$ cat src/rtl/muldiv_if.sv
// Start/ready/valid handshake bundle between the execute stage and the
// iterative multiply/divide unit.
interface muldiv_if #(
  parameter int XLEN = 32
);
  logic            start;
  logic [2:0]      mdcode;
  logic [XLEN-1:0] op1;
  logic [XLEN-1:0] op2;
  logic            kill;
  logic            ready;
  logic            busy;
  logic            result_valid;
  logic [XLEN-1:0] result;

  modport master (
    output start, mdcode, op1, op2, kill,
    input  ready, busy, result_valid, result
  );

  modport slave (
    input  start, mdcode, op1, op2, kill,
    output ready, busy, result_valid, result
  );
endinterface

$ cat src/rtl/muldiv_unit.sv
// Iterative RV32M multiply/divide: shift-add multiply and restoring divide on
// operand magnitudes, retiring BITS_PER_CYCLE bits per cycle, sign-fixed at the end.
module muldiv_unit #(
  parameter int XLEN           = 32,
  parameter int BITS_PER_CYCLE = 1
) (
  input logic     clk,
  input logic     rst_n,
  muldiv_if.slave md
);
  localparam int N  = XLEN / BITS_PER_CYCLE;
  localparam int CW = $clog2(N + 1);

  typedef enum logic [1:0] {IDLE = 2'd0, CALC = 2'd1, FIN = 2'd2} state_e;

  state_e             state_q, state_d;
  logic [CW-1:0]      cnt_q, cnt_d;
  logic [2:0]         code_q, code_d;
  logic               neg_q, neg_d;
  logic               sa_q, sa_d;
  logic [XLEN-1:0]    b_q, b_d;
  logic [XLEN-1:0]    result_q, result_d;
  logic [2*XLEN-1:0]  acc_q, acc_d;
  logic [XLEN:0]      rem_q, rem_d;

  logic [2*XLEN-1:0]  m_acc, prod;
  logic [XLEN:0]      m_sum, d_rem, d_sh, d_diff;
  logic [XLEN-1:0]    d_quo, quo_fix, rem_fix, fin_val;

  // One iteration of both datapaths; code_q selects which one is kept.
  always_comb begin
    m_acc = acc_q;
    m_sum = '0;
    for (int i = 0; i < BITS_PER_CYCLE; i++) begin
      m_sum = {1'b0, m_acc[2*XLEN-1:XLEN]} + (m_acc[0] ? {1'b0, b_q} : '0);
      m_acc = {m_sum, m_acc[XLEN-1:1]};
    end
    d_quo  = acc_q[XLEN-1:0];
    d_rem  = rem_q;
    d_sh   = '0;
    d_diff = '0;
    for (int i = 0; i < BITS_PER_CYCLE; i++) begin
      d_sh   = {d_rem[XLEN-1:0], d_quo[XLEN-1]};
      d_quo  = {d_quo[XLEN-2:0], 1'b0};
      d_diff = d_sh - {1'b0, b_q};
      if (!d_diff[XLEN]) begin
        d_rem    = d_diff;
        d_quo[0] = 1'b1;
      end else begin
        d_rem = d_sh;
      end
    end
    prod    = neg_q ? -m_acc : m_acc;
    quo_fix = neg_q ? -d_quo : d_quo;
    rem_fix = sa_q ? -d_rem[XLEN-1:0] : d_rem[XLEN-1:0];
    if (code_q[2])           fin_val = code_q[1] ? rem_fix : quo_fix;
    else if (code_q == 3'd0) fin_val = prod[XLEN-1:0];
    else                     fin_val = prod[2*XLEN-1:XLEN];
  end

  logic            accept, sa_in, sb_in, a_neg, b_neg;
  logic [XLEN-1:0] a_mag, b_mag;

  always_comb begin
    state_d  = state_q;
    cnt_d    = cnt_q;
    code_d   = code_q;
    neg_d    = neg_q;
    sa_d     = sa_q;
    b_d      = b_q;
    acc_d    = acc_q;
    rem_d    = rem_q;
    result_d = result_q;

    accept = md.start && !md.kill && (state_q != CALC);
    sa_in  = (md.mdcode == 3'd1) || (md.mdcode == 3'd2) ||
             (md.mdcode == 3'd4) || (md.mdcode == 3'd6);
    sb_in  = (md.mdcode == 3'd1) || (md.mdcode == 3'd4) || (md.mdcode == 3'd6);
    a_neg  = sa_in && md.op1[XLEN-1];
    b_neg  = sb_in && md.op2[XLEN-1];
    a_mag  = a_neg ? -md.op1 : md.op1;
    b_mag  = b_neg ? -md.op2 : md.op2;

    case (state_q)
      CALC: begin
        if (md.kill) begin
          state_d = IDLE;
        end else begin
          cnt_d = cnt_q - 1'b1;
          acc_d = code_q[2] ? {acc_q[2*XLEN-1:XLEN], d_quo} : m_acc;
          rem_d = d_rem;
          if (cnt_q == CW'(1)) begin
            state_d  = FIN;
            result_d = fin_val;
          end
        end
      end
      default: begin
        if (accept) begin
          code_d = md.mdcode;
          neg_d  = a_neg ^ b_neg;
          sa_d   = a_neg;
          b_d    = b_mag;
          acc_d  = {{XLEN{1'b0}}, a_mag};
          rem_d  = '0;
          if (md.mdcode[2] && (md.op2 == '0)) begin
            state_d  = FIN;
            result_d = md.mdcode[1] ? md.op1 : '1;
          end else if (md.mdcode[2] && !md.mdcode[0] && (md.op2 == '1) &&
                       (md.op1 == {1'b1, {(XLEN-1){1'b0}}})) begin
            state_d  = FIN;
            result_d = md.mdcode[1] ? '0 : md.op1;
          end else begin
            state_d = CALC;
            cnt_d   = CW'(N);
          end
        end else begin
          state_d = IDLE;
        end
      end
    endcase
  end

  always_ff @(posedge clk) begin
    if (!rst_n) begin
      state_q  <= IDLE;
      cnt_q    <= '0;
      code_q   <= '0;
      neg_q    <= 1'b0;
      sa_q     <= 1'b0;
      b_q      <= '0;
      acc_q    <= '0;
      rem_q    <= '0;
      result_q <= '0;
    end else begin
      state_q  <= state_d;
      cnt_q    <= cnt_d;
      code_q   <= code_d;
      neg_q    <= neg_d;
      sa_q     <= sa_d;
      b_q      <= b_d;
      acc_q    <= acc_d;
      rem_q    <= rem_d;
      result_q <= result_d;
    end
  end

  assign md.ready        = (state_q != CALC);
  assign md.busy         = (state_q == CALC);
  assign md.result_valid = (state_q == FIN);
  assign md.result       = result_q;
endmodule

$ cat src/flat_wrapper.sv
// flat-port wrapper written by rule: the top's interface ports become plain ports
module muldiv_unit_flat 
#(
  parameter int XLEN           = 32,
  parameter int BITS_PER_CYCLE = 1
)
  (clk, rst_n, md_start, md_mdcode, md_op1, md_op2, md_kill, md_ready, md_busy, md_result_valid, md_result);
  muldiv_if #(.XLEN(XLEN)) md_i ();
  input logic clk;
  input logic rst_n;
  input wire logic [$bits(md_i.start)-1:0] md_start;
  input wire logic [$bits(md_i.mdcode)-1:0] md_mdcode;
  input wire logic [$bits(md_i.op1)-1:0] md_op1;
  input wire logic [$bits(md_i.op2)-1:0] md_op2;
  input wire logic [$bits(md_i.kill)-1:0] md_kill;
  output wire logic [$bits(md_i.ready)-1:0] md_ready;
  output wire logic [$bits(md_i.busy)-1:0] md_busy;
  output wire logic [$bits(md_i.result_valid)-1:0] md_result_valid;
  output wire logic [$bits(md_i.result)-1:0] md_result;
  assign md_i.start = md_start;
  assign md_i.mdcode = md_mdcode;
  assign md_i.op1 = md_op1;
  assign md_i.op2 = md_op2;
  assign md_i.kill = md_kill;
  assign md_ready = md_i.ready;
  assign md_busy = md_i.busy;
  assign md_result_valid = md_i.result_valid;
  assign md_result = md_i.result;
  muldiv_unit #(.XLEN(XLEN), .BITS_PER_CYCLE(BITS_PER_CYCLE)) u_core (.clk(clk), .rst_n(rst_n), .md(md_i));
endmodule
$ cat config.mk
export PLATFORM = sky130hd
export DESIGN_NAME = muldiv_unit_flat
export DESIGN_NICKNAME = d
export VERILOG_FILES = /design/src/rtl/muldiv_if.sv /design/src/rtl/muldiv_unit.sv /design/src/flat_wrapper.sv
export SDC_FILE = /design/constraint.sdc
export NUM_CORES = 1
export LEC_CHECK = 0
export CORE_MARGIN = 2
export CORE_UTILIZATION = 35
export DETAILED_ROUTE_END_ITERATION = 7
export GPL_TIMING_DRIVEN = 0
export HOLD_SLACK_MARGIN = 0.05
export SYNTH_ARGS = -nofsm -noshare
export SYNTH_HDL_FRONTEND = slang
export SYNTH_SLANG_ARGS = --single-unit
$ cat constraint.sdc
create_clock -name clk -period 7.3 [get_ports clk]
set_input_delay 1.825 -clock clk [delete_from_list [all_inputs] [get_ports clk]]
set_output_delay 1.825 -clock clk [all_outputs]
set_load 0.02 [all_outputs]
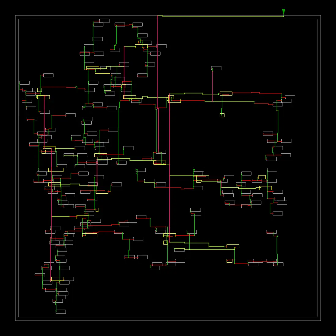
(clock nets)
clk latency late pin: 0.51 ns
Clock Buffer Count: 18
cts bufs inserted: 17

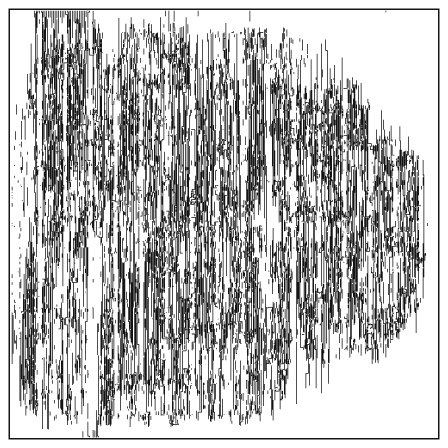
(met2 routing)
longest straight run: 122 um
nets with wire on the layer: 2352
wire length on this layer: 38.5 mm
share of all routed wire: 43%
main direction: vertical
vias: 21.1k
met2 GRT Util: 0.505
Post-Route WL: 89700 um

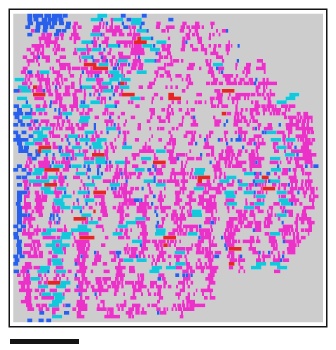
(cell classes on the final placement)
The bar under the picture is 50 um long. Fill, decap, tap and diode cells in gray.
legend:
  flops:
    color: cyan
    cells: 173
    share_of_their_area: 18%
  clock drivers and dummy loads:
    color: red
    cells: 31
    share_of_their_area: 3.2%
  combinational and other logic:
    color: magenta
    cells: 2176
    share_of_their_area: 69%
  other buffers and delay cells:
    color: blue
    cells: 306
    share_of_their_area: 9.6%
row count: 82
Final Instance Area: 20200 um2

[power breakdown]
group          internal, W  switching [W]  leakage (nW)  total [W]
logic             0.000347       0.000776          5.47    0.00112
registers         0.000980      0.0000266          1.41    0.00101
clock network     0.000554       0.000486         0.298    0.00104
total              0.00188        0.00129          7.17    0.00317
[worst max-delay path, delay by kind of cell (launching register included)]
kind                     cells  cell delay (ns)
buffers and inverters        7             2.19
adder cells (fa/ha/maj)      3             1.05
AND-OR/OR-AND                7             2.32
flip-flops                   1             0.49
AND/OR/NAND/NOR              4             0.59
XOR/XNOR                     1             0.30
[cell usage after synthesis, drive strengths merged (41+ instances only)]
cell      n
xnor2    93
o31ai    44
clkbuf  168
mux2i    48
a211oi   70
xor2     91
ha       72
nand3    71
o211ai   42
or3      41
dfxtp   173
nand2   290
o21ai   171
inv      70
a21oi   240
nor2    298
nor3     72
[flip-flops by register name (all words and copies together), names as in the netlist]
signal,count
u_core.acc_q,64
u_core.b_q,32
u_core.md.result,32
u_core.rem_q,32
u_core.cnt_q,6
u_core.code_q,3
u_core.state_q,2
u_core.neg_q,1
u_core.sa_q,1
[area by class of cell]
class	instances	area share
Multi-Input combinational cell	2102	0.651
Buffer	203	0.0404
Timing Repair Buffer	103	0.0511
Inverter	74	0.0138
Clock inverter	13	0.00875
Clock buffer	18	0.0218
Sequential cell	173	0.172
Tap cell	672	0.0417
[repair_timing]
action | 4_1_cts | 5_1_grt
resized | 2 | 8
setup buffers | 0 | 0
endpoints found under the setup margin | 5 | 9
[kinds of logic (layout without fill, tap and decap cells)]
family / Yosys count / count (layout) / share of synthesized area
simple gates: 972 / 972 / 0.260
mux: 54 / 54 / 0.0311
xor+xnor: 184 / 184 / 0.0913
buf+inv: 277 / 411 / 0.0616
flops: 173 / 173 / 0.196
fa+ha+maj: 94 / 94 / 0.0647
compound gates: 798 / 798 / 0.295
[worst max path at each step]
| stage | slack, ns | cells after the start | end |
|---|---|---|---|
| 2_1_floorplan | 2.06 | 26 | u_core.md.result[14] |
| 3_3_place_gp | -0.24 | 21 | u_core.md.result[28] |
| 3_5_place_dp | -0.17 | 21 | u_core.md.result[26] |
| 4_1_cts | 0.05 | 21 | u_core.md.result[26] |
| 5_1_grt | 0.05 | 24 | u_core.md.result[26] |
| 6_report | 0.15 | 22 | u_core.md.result[14] |
[routing by layer]
metal | GRT usage | part of all wire
met1 | 0.456 | 0.43
met2 | 0.505 | 0.43
met3 | 0.0761 | 0.10
met4 | 0.123 | 0.036
met5 | 0 | 0.00038
[per-stage QoR]
stage | cells | setup WS [ns] | total power, W | utilization
after floorplan | 2552 | 2.06 | 0.00168 | -
after global placement | 3327 | -0.243 | 0.00209 | 0.391
after detailed placement | 3327 | -0.165 | 0.00209 | 0.391
after CTS | 3358 | 0.0474 | 0.00312 | 0.403
after global routing | 3358 | 0.0520 | 0.00326 | 0.404
final | 3358 | 0.153 | 0.00317 | 0.404
==> flow_metrics.py <==
# Synthesis and PnR figures
metrics = {
    "finish": {
        "area_growth_pct": 14.2,
        "drive_gt1_frac": 0.0387,
        "final-seq-area_um2": 3460,
        "layout_top_cells": "nor2_1 (297), nand2_1 (290), a21oi_1 (239)",
        "logic_area_um2": 13100,
        "diodes": 0,
        "final_nets": 2819,
        "lay_top_count": "nor2_1",
        "fillers": 5354,
    },
    "timing": {
        "max_freq_mhz": 140,
        "layout_min_cycle_time_ns": 7.15,
        "finalCritPeriodShare": 0.979,
        "setup_violations": 0,
        "tightestPinTransition_ns": 1.34,
        "clock_skew_ns": 0.0235,
        "grt_setup_unrepaired": "false",
        "holdWs_ns": 0.468,
        "setup_tns_ns": 0,
        "max_slew_margin": 0.0937,
        "drv_slew": 0,
        "finalHoldViolCount": 0,
    },
    "place": {
        "dp_hpwl_um": 71500,
        "io_buffers": 103,
        "place_area_um2": 19500,
        "place.gp.congestion": 1.04,
    },
    "worst_setup_path": {
        "slowest_stage": "a211oi_1",
        "critPathRequiredTime_ns": 7.65,
        "crit_type": "reg -> reg",
        "r2r_cells": 22,
        "worstReg2RegStart": "u_core.acc_q[31]",
        "cp_data_arrival_time_ns": 7.50,
        "crit_top_cell": "inv_1",
        "reg2reg_slack_ns": 0.15,
        "cpPeakStageDelay_ns": 0.69,
        "crit_path_end_kind": "flip-flop",
        "crit_start": "u_core.acc_q[31]",
        "path_cells": "inv_1 -> ha_1 -> inv_1 -> fa_1 -> a211oi_2 -> o21ai_4 -> a32oi_4 -> a2111oi_4 -> o21a_1 -> nor2_1 -> inv_2 -> clkbuf_1 -> clkbuf_2 -> buf_2 -> ha_1 -> inv_1 -> nand2_1 -> and2_1 -> xor2_1 -> o211ai_1 -> a211oi_1 -> nor4_1",
        "reg2reg_to": "u_core.md.result[14]",
        "startpoint_type": "flip-flop",
        "crit_fanout": 10,
    },
    "global_route": {
        "grt_max_degree": 17,
        "grt_use_total": 0.332,
        "grt_pass1_wl_um": 130000,
        "grt_pass1_vias": 19600,
        "antenna_found_initial": 3,
        "grt_overflow": 0,
    },
    "hold_path": {
        "whs_endpoint": "u_core.b_q[31]",
        "hold_class": "reg -> reg",
        "min_from": "u_core.b_q[31]",
        "whs_path_depth": 2,
    },
    "route": {
        "antenna_left": 0,
        "drc_errors": 0,
        "wl_per_cell_um": 26.7,
        "avgViaCountPerCell": 6.30,
        "first_pass_iters": 6,
        "drtIter0Drc": 2599,
    },
    "pwr": {
        "ir_drop_mv": 0.150,
        "powerDensity_nw_per_um2": 157,
        "p_leak_nw": 7.17,
    },
    "cts": {
        "clk_path_buf_depth": 2,
        "cts_tree": "yes",
        "holdBufCountCts": 0,
        "clock-sinks": 173,
        "cts_root_buf": "clkbuf_16",
        "h-tree-depth": 4,
        "clkTransAtPathRegs_ns": 0.08,
    },
    "floorplanning": {
        "core_area_um2": 50000,
        "die_w_um": 229,
        "dieArea_um2": 52200,
        "io_pins": 106,
        "core_util_floorplan": 0.353,
        "die_h_um": 229,
    },
    "logic_synthesis": {
        "syn_inst": 2552,
        "synth_chip_area_um2": 17600,
        "synthesis.nets": 2697,
        "ys_types": 101,
        "synthDominantCellAreaShare": 0.196,
        "seq_area_frac_synth": 0.196,
        "ys_warn_count": 0,
        "edf_count": 0,
        "top_area_cell": "dfxtp_1",
        "yosys_cells": 2552,
        "async_flop_share": 0,
        "ys.flops": 173,
        "synth.avg_cell_area_um2": 6.92,
        "top_cells_by_area": "dfxtp_1 (20%), a21oi_1 (6.8%), nor2_1 (6.3%)",
        "syn-cell-area_um2": 17600,
        "ys.flop_type": "dfxtp_1",
    },
    "run_status": {
        "status": "finished, final reports clean",
    },
    "job": {
        "warnings": 28,
        "cap_violations": 0,
    },
}
Power is estimated from default activity; no workload was simulated.
